Fig. 1: run 1, ports around the boundary
Drawn at 6 px/um. Pins as bars across the die edge, other pins in gray.
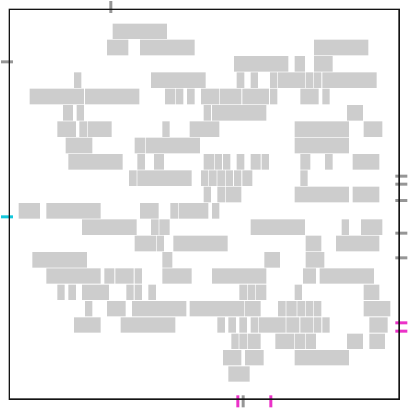
Fig. 2: run 1, clock nets
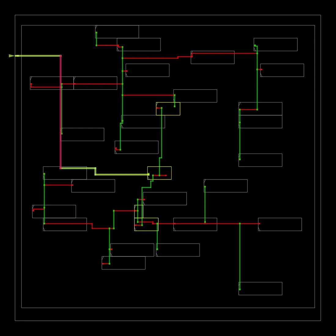
Fig. 3: run 1, selected gate families
Drawn at 6 px/um.
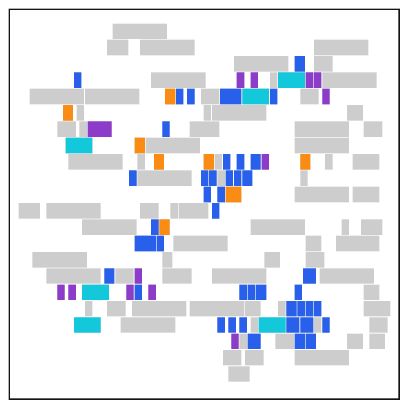
<file path="config.mk">
export PLATFORM = sky130hd
export DESIGN_NAME = quad_decoder
export DESIGN_NICKNAME = d
export VERILOG_FILES = /design/src/rtl/quad_decoder.sv
export SDC_FILE = /design/constraint.sdc
export NUM_CORES = 1
export LEC_CHECK = 0
export ABC_AREA = 1
export CAP_MARGIN = 20
export CORE_MARGIN = 1
export CORE_UTILIZATION = 30
export CTS_CLUSTER_SIZE = 16
export DETAILED_ROUTE_END_ITERATION = 8
export GPL_TIMING_DRIVEN = 1
export PLACE_DENSITY_LB_ADDON = 0.08
export SLEW_MARGIN = 20
export SYNTH_ARGS = -nofsm -noshare
export SYNTH_HDL_FRONTEND = slang
export SYNTH_SLANG_ARGS = --single-unit
</file>
<file path="constraint.sdc">
create_clock -name clk -period 1.5 [get_ports clk]
set_input_delay 0.375 -clock clk [delete_from_list [all_inputs] [get_ports clk]]
set_output_delay 0.375 -clock clk [all_outputs]
set_load 0.005 [all_outputs]
</file>
<file path="src/rtl/quad_decoder.sv">
// Quadrature decoder: two-flop synchronisers, per-channel glitch filters, step classifier
// producing up/down/err pulses, last direction and a saturating error count.
module quad_decoder #(
   parameter int unsigned FILTER_CYCLES = 3
) (
   input  logic       clk,
   input  logic       reset,
   input  logic       qa,
   input  logic       qb,
   input  logic       err_clr,
   output logic       up,
   output logic       down,
   output logic       err,
   output logic       dir,
   output logic [3:0] err_count
);

   typedef enum logic {StInit, StRun} state_t;

   localparam logic [3:0] CntLast  = 4'(FILTER_CYCLES - 1);
   localparam logic [1:0] InitLast = 2'd2;
   localparam logic [3:0] ErrMax   = 4'd15;

   state_t     state;
   logic [1:0] init_cnt;
   // Bit 1 carries channel A, bit 0 channel B throughout.
   logic [1:0] s1;
   logic [1:0] s2;
   logic [1:0] f;
   logic [1:0] prev;
   logic [3:0] cnt_a;
   logic [3:0] cnt_b;

   logic [1:0] f_nxt;
   logic [3:0] cnt_a_nxt;
   logic [3:0] cnt_b_nxt;
   logic [1:0] fwd_next;
   logic [1:0] rev_next;
   logic       step_fwd;
   logic       step_rev;
   logic       step_bad;

   // Returns {new filtered bit, new counter}.
   function automatic logic [4:0] filt(input logic s, input logic fv, input logic [3:0] c);
      logic [4:0] r;
      if (s == fv) begin
         r = {fv, 4'd0};
      end else if (c == CntLast) begin
         r = {s, 4'd0};
      end else begin
         r = {fv, c + 4'd1};
      end
      return r;
   endfunction

   always_ff @(posedge clk or posedge reset) begin
      if (reset) begin
         s1 <= 2'b00;
         s2 <= 2'b00;
      end else begin
         s1 <= {qa, qb};
         s2 <= s1;
      end
   end

   always_comb begin
      {f_nxt[1], cnt_a_nxt} = filt(s2[1], f[1], cnt_a);
      {f_nxt[0], cnt_b_nxt} = filt(s2[0], f[0], cnt_b);
   end

   // Successor of prev in each rotation of the Gray cycle 00-01-11-10.
   always_comb begin
      fwd_next = 2'b00;
      rev_next = 2'b00;
      case (prev)
         2'b00: begin fwd_next = 2'b01; rev_next = 2'b10; end
         2'b01: begin fwd_next = 2'b11; rev_next = 2'b00; end
         2'b11: begin fwd_next = 2'b10; rev_next = 2'b01; end
         2'b10: begin fwd_next = 2'b00; rev_next = 2'b11; end
         default: begin fwd_next = 2'b00; rev_next = 2'b00; end
      endcase
      step_fwd = (f == fwd_next);
      step_rev = (f == rev_next);
      step_bad = &(f ^ prev);
   end

   always_ff @(posedge clk or posedge reset) begin
      if (reset) begin
         state     <= StInit;
         init_cnt  <= 2'd0;
         f         <= 2'b00;
         prev      <= 2'b00;
         cnt_a     <= 4'd0;
         cnt_b     <= 4'd0;
         up        <= 1'b0;
         down      <= 1'b0;
         err       <= 1'b0;
         dir       <= 1'b0;
         err_count <= 4'd0;
      end else begin
         // Clear takes priority over an error pulse counted in the same cycle.
         if (err_clr) begin
            err_count <= 4'd0;
         end else if (err && (err_count != ErrMax)) begin
            err_count <= err_count + 4'd1;
         end

         case (state)
            StInit: begin
               // Track the settled input level so leaving INIT sees no transition.
               up    <= 1'b0;
               down  <= 1'b0;
               err   <= 1'b0;
               f     <= s2;
               prev  <= s2;
               cnt_a <= 4'd0;
               cnt_b <= 4'd0;
               if (init_cnt == InitLast) begin
                  state <= StRun;
               end else begin
                  init_cnt <= init_cnt + 2'd1;
               end
            end
            StRun: begin
               up    <= step_fwd;
               down  <= step_rev;
               err   <= step_bad;
               if (step_fwd) begin
                  dir <= 1'b1;
               end else if (step_rev) begin
                  dir <= 1'b0;
               end
               prev  <= f;
               f     <= f_nxt;
               cnt_a <= cnt_a_nxt;
               cnt_b <= cnt_b_nxt;
            end
            default: state <= StInit;
         endcase
      end
   end

endmodule

</file>
==> out/qor.txt, run 1 <==
Post-synth regs = 27
Switch Pwr = 718 uW
RSZ-0062 raised after global routing = false
Largest net degree at the start of global routing = 28
Hold_ws = 0.358 ns
Fin Setup TNS = 0 ns
GR Overflow Total = 0
Log Warnings = 28
Post-synthesis async set-or-reset flop share = 1.00
Busiest grt layer = met2
GR Layer Usage met3 = 0.0282
Critical Path RT = 1.12 ns
Outcome = finished clean
VDD IR-drop max = 0.589 mV
Power Internal = 1420 uW
Wire length on met2 = 869 um
Core Region = 0.00372 mm2
Yosys chip area = 0.00118 mm2
Switch share = 0.336
Top Ports = 13
Via count = 819
Final setup viols = 0
Hold Crit Class = reg -> reg
Top cells by count = 28 x nand2_1, 27 x dfrtp_1, 14 x inv_1
Share of the synthesized area in the top cell type = 0.572
Slew headroom = 0.739
Most common logic cell in the routed design = nand2_1
Metal-1 WL = 887 um
Rows = 22
CP max stage cell = dfrtp_1
GPL Wtd Cong = 0.691
Top cells, area = dfrtp_1 57%, nand2_1 8.9%, ha_1 6.4%
Routed wire length on met3 = 62 um
Synth Seq Share = 0.572
Syn Nets = 132
Top Layer Used = met4
Most common cell in the netlist = nand2_1
Area growth syn-to-layout = 24.5%
Startpoint class of the critical path = flop
Ys flop type = dfrtp_1
Floorplan core density = 0.318
Unique cell types = 17
H-tree depth = 1
CTS tree = built
Cycle use final = 0.860
Crit-path max cell delay = 0.39 ns
Drt pass-1 iters = 2
Drc violations = 0
Final min period = 1.29 ns
Cell type with the largest total area = dfrtp_1
Count of library flops with an enable pin = 0
Post-DRT Antenna Nets = 0
Synth Area per Inst = 9.76 um2
Vias in the first global route = 765
Global routing usage on met1 = 0.135
Antenna Cells = 0
Post-route cell area = 0.00147 mm2
Worst Skew = 0.00668 ns
Initial antenna violation count = 0
Vias per inst = 4.27
Crit path kind = reg -> out
About Fig. 1:
| port | color | pins | direction | edge |
|---|---|---|---|---|
| qb | cyan | 1 | input | west |
| err_count | magenta | 4 | output | 2 south, 2 east |
all pins by edge: 7 east, 3 south, 2 west, 1 north
Die Span X: 64.7 um
number of port buffers: 12
Die Height: 64.7 um

About Fig. 2:
Sinks on Clock Net: 27
total CTS buffers: 3
CLK BUF: 3
clk_lat worst skew: 0.27 ns
clk pwr: 403 uW

About Fig. 3:
| family | color | cells | most used |
|---|---|---|---|
| inverting AOI/OAI gates | orange | 8 | o21ai_0 |
| adder and majority cells | cyan | 6 | ha_1 |
| NOR gates | purple | 13 | nor2_1 |
| NAND gates | blue | 42 | nand2_1 |

## run 1: timing repair
action                                  in CTS  in global routing
gates resized                                5                  3
endpoints found under the setup margin       6                  3
endpoints found under the hold margin        0                  0
setup buffers                                6                  1
## run 1: worst paths after layout
path,start,to,cells past startpoint
worst max-delay path,err_count[1],err_count[1],1
worst min-delay path,s1[1],s2[1],0
worst max register to register,err_count[0],err_count[3],8
worst min register to register,s1[1],s2[1],0
max in group asynchronous,reset,err_count[0],3
min in group asynchronous,reset,up,3
## run 1: state kept, by name (all words and copies together), names as in the netlist
signal	cells
cnt_a	4
f	2
err_count	4
init_cnt	2
state	1
err	1
up	1
dir	1
cnt_b	4
prev	2
down	1
s2	2
s1	2
## run 1: through the flow
step                cells   util  setup WS (ns)
floorplan             121      -          0.400
global placement      181  0.369          0.194
detailed placement    181  0.369          0.176
CTS                   191  0.392       0.000951
global route          192  0.396          0.147
finish                192  0.396          0.210
## run 1: cell type report
| class | instances | area (um2) |
|---|---|---|
| Clock buffer | 3 | 41.3 |
| Clock inverter | 1 | 5.00 |
| Fill cell | 396 | 2250 |
| Inverter | 16 | 60.1 |
| Multi-Input combinational cell | 77 | 434 |
| Sequential cell | 27 | 676 |
| Tap cell | 48 | 60.1 |
| Timing Repair Buffer | 20 | 194 |
## run 1: power by group through the flow
stage | Clock [uW] | Combinational [uW] | Sequential [uW]
floorplan | 0 | 428 | 1050
global placement | 0 | 647 | 1070
detailed placement | 0 | 664 | 1070
CTS | 432 | 716 | 1040
global route | 465 | 808 | 1070
finish | 403 | 698 | 1030
## run 1: cell families after synthesis
family / synth area share
flops: 0.572
fa+ha+maj: 0.0636
buf+inv: 0.0604
simple gates: 0.209
xor+xnor: 0.0593
compound gates: 0.0360
==> run 2, diff against run 1 <==
CORE_UTILIZATION = 54   (was 30)
==> run 2 against run 1 <==
Compared with the run above: clock skew is 0.0014 ns lower; critical path type unchanged; clock-buffer cell count stayed put; largest cell class unchanged; cell count is 13% lower.
==> out/qor.txt, run 2 <==
Routed wire length = 1840 um
Switch Pwr = 711 uW
Initial antenna violation count = 0
Die Height = 48.8 um
Syn. warnings = 0
Worst R2R Path Depth = 8
H-tree depth = 1
Clk pwr = 307 uW
Pre-CTS setup slack = 0.180 ns
Drc violations = 0
Register-to-register setup slack = 0.24 ns
Most frequent cells in the layout = 28 x nand2_1, 27 x dfrtp_1, 14 x inv_1
Postcts setup bufs = 4
CTS tree = built
Post-DRT Antenna Nets = 0
Synth Seq Share = 0.572
Critical path depth = 1
Top cells, area = dfrtp_1 57%, nand2_1 8.9%, ha_1 6.4%
Number of port buffers = 12
CP max stage cell = dfrtp_1
Final setup viols = 0
Sinks on Clock Net = 27
Startpoint class of the critical path = flop
Share of the synthesized area in the top cell type = 0.572
Min setup slack post-route = 0.127 ns
P_seq = 1040 uW
Outcome = finished clean
End of the worst register-to-register path = err_count[2]
Vias in the first global route = 814
Largest net degree at the start of global routing = 28
Count of library flops with an enable pin = 0
GPL Wtd Cong = 0.788
Yosys chip area = 0.00118 mm2
Die Span X = 48.8 um
Ys flop type = dfrtp_1
Routed WL per cell = 11.0 um
RSZ-0062 raised after global routing = false
Worst Setup SP = err
Placed cells = 160
Sequential Power Share = 0.519
Antenna Cells = 0
Top cells by count = 28 x nand2_1, 27 x dfrtp_1, 14 x inv_1
Total CTS buffers = 3
Power Internal = 1290 uW
Unique cell types = 17
Drt pass-1 iters = 4
Via count = 828
Final Hold Violation Tally = 0
Final min period = 1.37 ns
Switch share = 0.355
Cycle use final = 0.915
Hold Crit Class = in -> async
Synth Area per Inst = 9.76 um2
Syn Nets = 132
Cell type with the largest total area = dfrtp_1
RR Startpoint = err_count[0]
Critical Path RT = 1.12 ns
Combinational group power = 655 uW
Log Warnings = 28
Rows = 16
Top power group = sequential cells
Top Ports = 13
# fillers = 158
Most common cell in the netlist = nand2_1
Slew headroom = 0.740
Floorplan core density = 0.590
Starting DRT DRC Count = 15
Fin Setup TNS = 0 ns
CP endpoint = err
Post-synth regs = 27
Vias per inst = 4.93
Crit path kind = reg -> out
Area growth syn-to-layout = 16.7%
==> run 2: worst min-delay path by stage <==
stage	endpoint	cells after the start	start	slack, ns
after floorplan	s2[0]	0	s1[0]	0.33
after global placement	s2[0]	0	s1[0]	0.34
after detailed placement	s2[1]	0	s1[1]	0.34
after CTS	err_count[2]	3	reset	0.39
after global routing	s2[1]	0	s1[1]	0.39
final	err_count[2]	3	reset	0.38
==> run 2: cell type report <==
| class | instances | area (um2) | share of cell area |
|---|---|---|---|
| flip-flops and latches | 27 | 676 | 0.490 |
| multi-input cells | 77 | 434 | 0.315 |
| repair buffers | 17 | 148 | 0.107 |
| inverters | 16 | 60.1 | 0.0436 |
| well taps | 27 | 33.8 | 0.0245 |
| clock buffers | 3 | 22.5 | 0.0163 |
| clock inverters | 1 | 5.00 | 0.00363 |
==> run 2: per-layer routing <==
layer / GRT usage / up-vias / routed length (um)
met5: 0 / - / 0
met4: 0.0735 / 0 / 23
met3: 0.0280 / 4 / 51
met2: 0.361 / 15 / 956
met1: 0.182 / 393 / 812
li1: - / 416 / -
==> run 2: through the flow <==
| step | util | hold slack (ns) |
|---|---|---|
| 2_1_floorplan | - | 0.331 |
| 3_3_place_gp | 0.665 | 0.339 |
| 3_5_place_dp | 0.665 | 0.345 |
| 4_1_cts | 0.689 | 0.390 |
| 5_1_grt | 0.689 | 0.391 |
| 6_report | 0.689 | 0.384 |
==> run 2: logic make-up (layout without fill, tap and decap cells) <==
group | Yosys count | after routing | synth area share
flip-flops | 27 | 27 | 0.572
AND-OR/OR-AND | 8 | 8 | 0.0360
XOR/XNOR | 8 | 8 | 0.0593
AND/OR/NAND/NOR | 55 | 55 | 0.209
buffers and inverters | 17 | 37 | 0.0604
adder cells (fa/ha/maj) | 6 | 6 | 0.0636
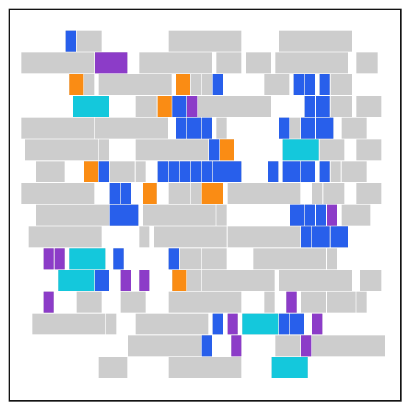
Fig. 4. Selected gate families (run 2).
Drawn at 8 px/um.
| family | color | cells | most used |
|---|---|---|---|
| NOR gates | purple | 13 | nor2_1 |
| adder and majority cells | cyan | 6 | ha_1 |
| inverting AOI/OAI gates | orange | 8 | o21ai_0 |
| NAND gates | blue | 42 | nand2_1 |

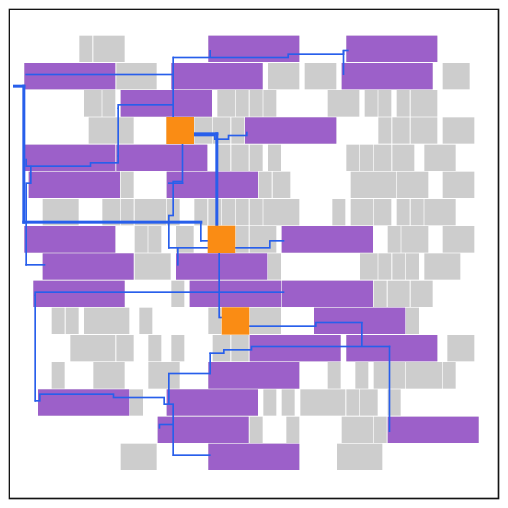
Fig. 5. Routed clock nets over the placement (run 2).
Drawn at 10 px/um.
[flip-flops] purple | count: 27
[clock wires] blue | length: 285 um
[clock drivers] orange | count: 3
routed clock nets: 4
flops lie: all over the die
clock network power share: 0.154
clk_lat worst skew: 0.32 ns
Worst Skew: 0.00524 ns

Power and IR drop assume default switching activity.
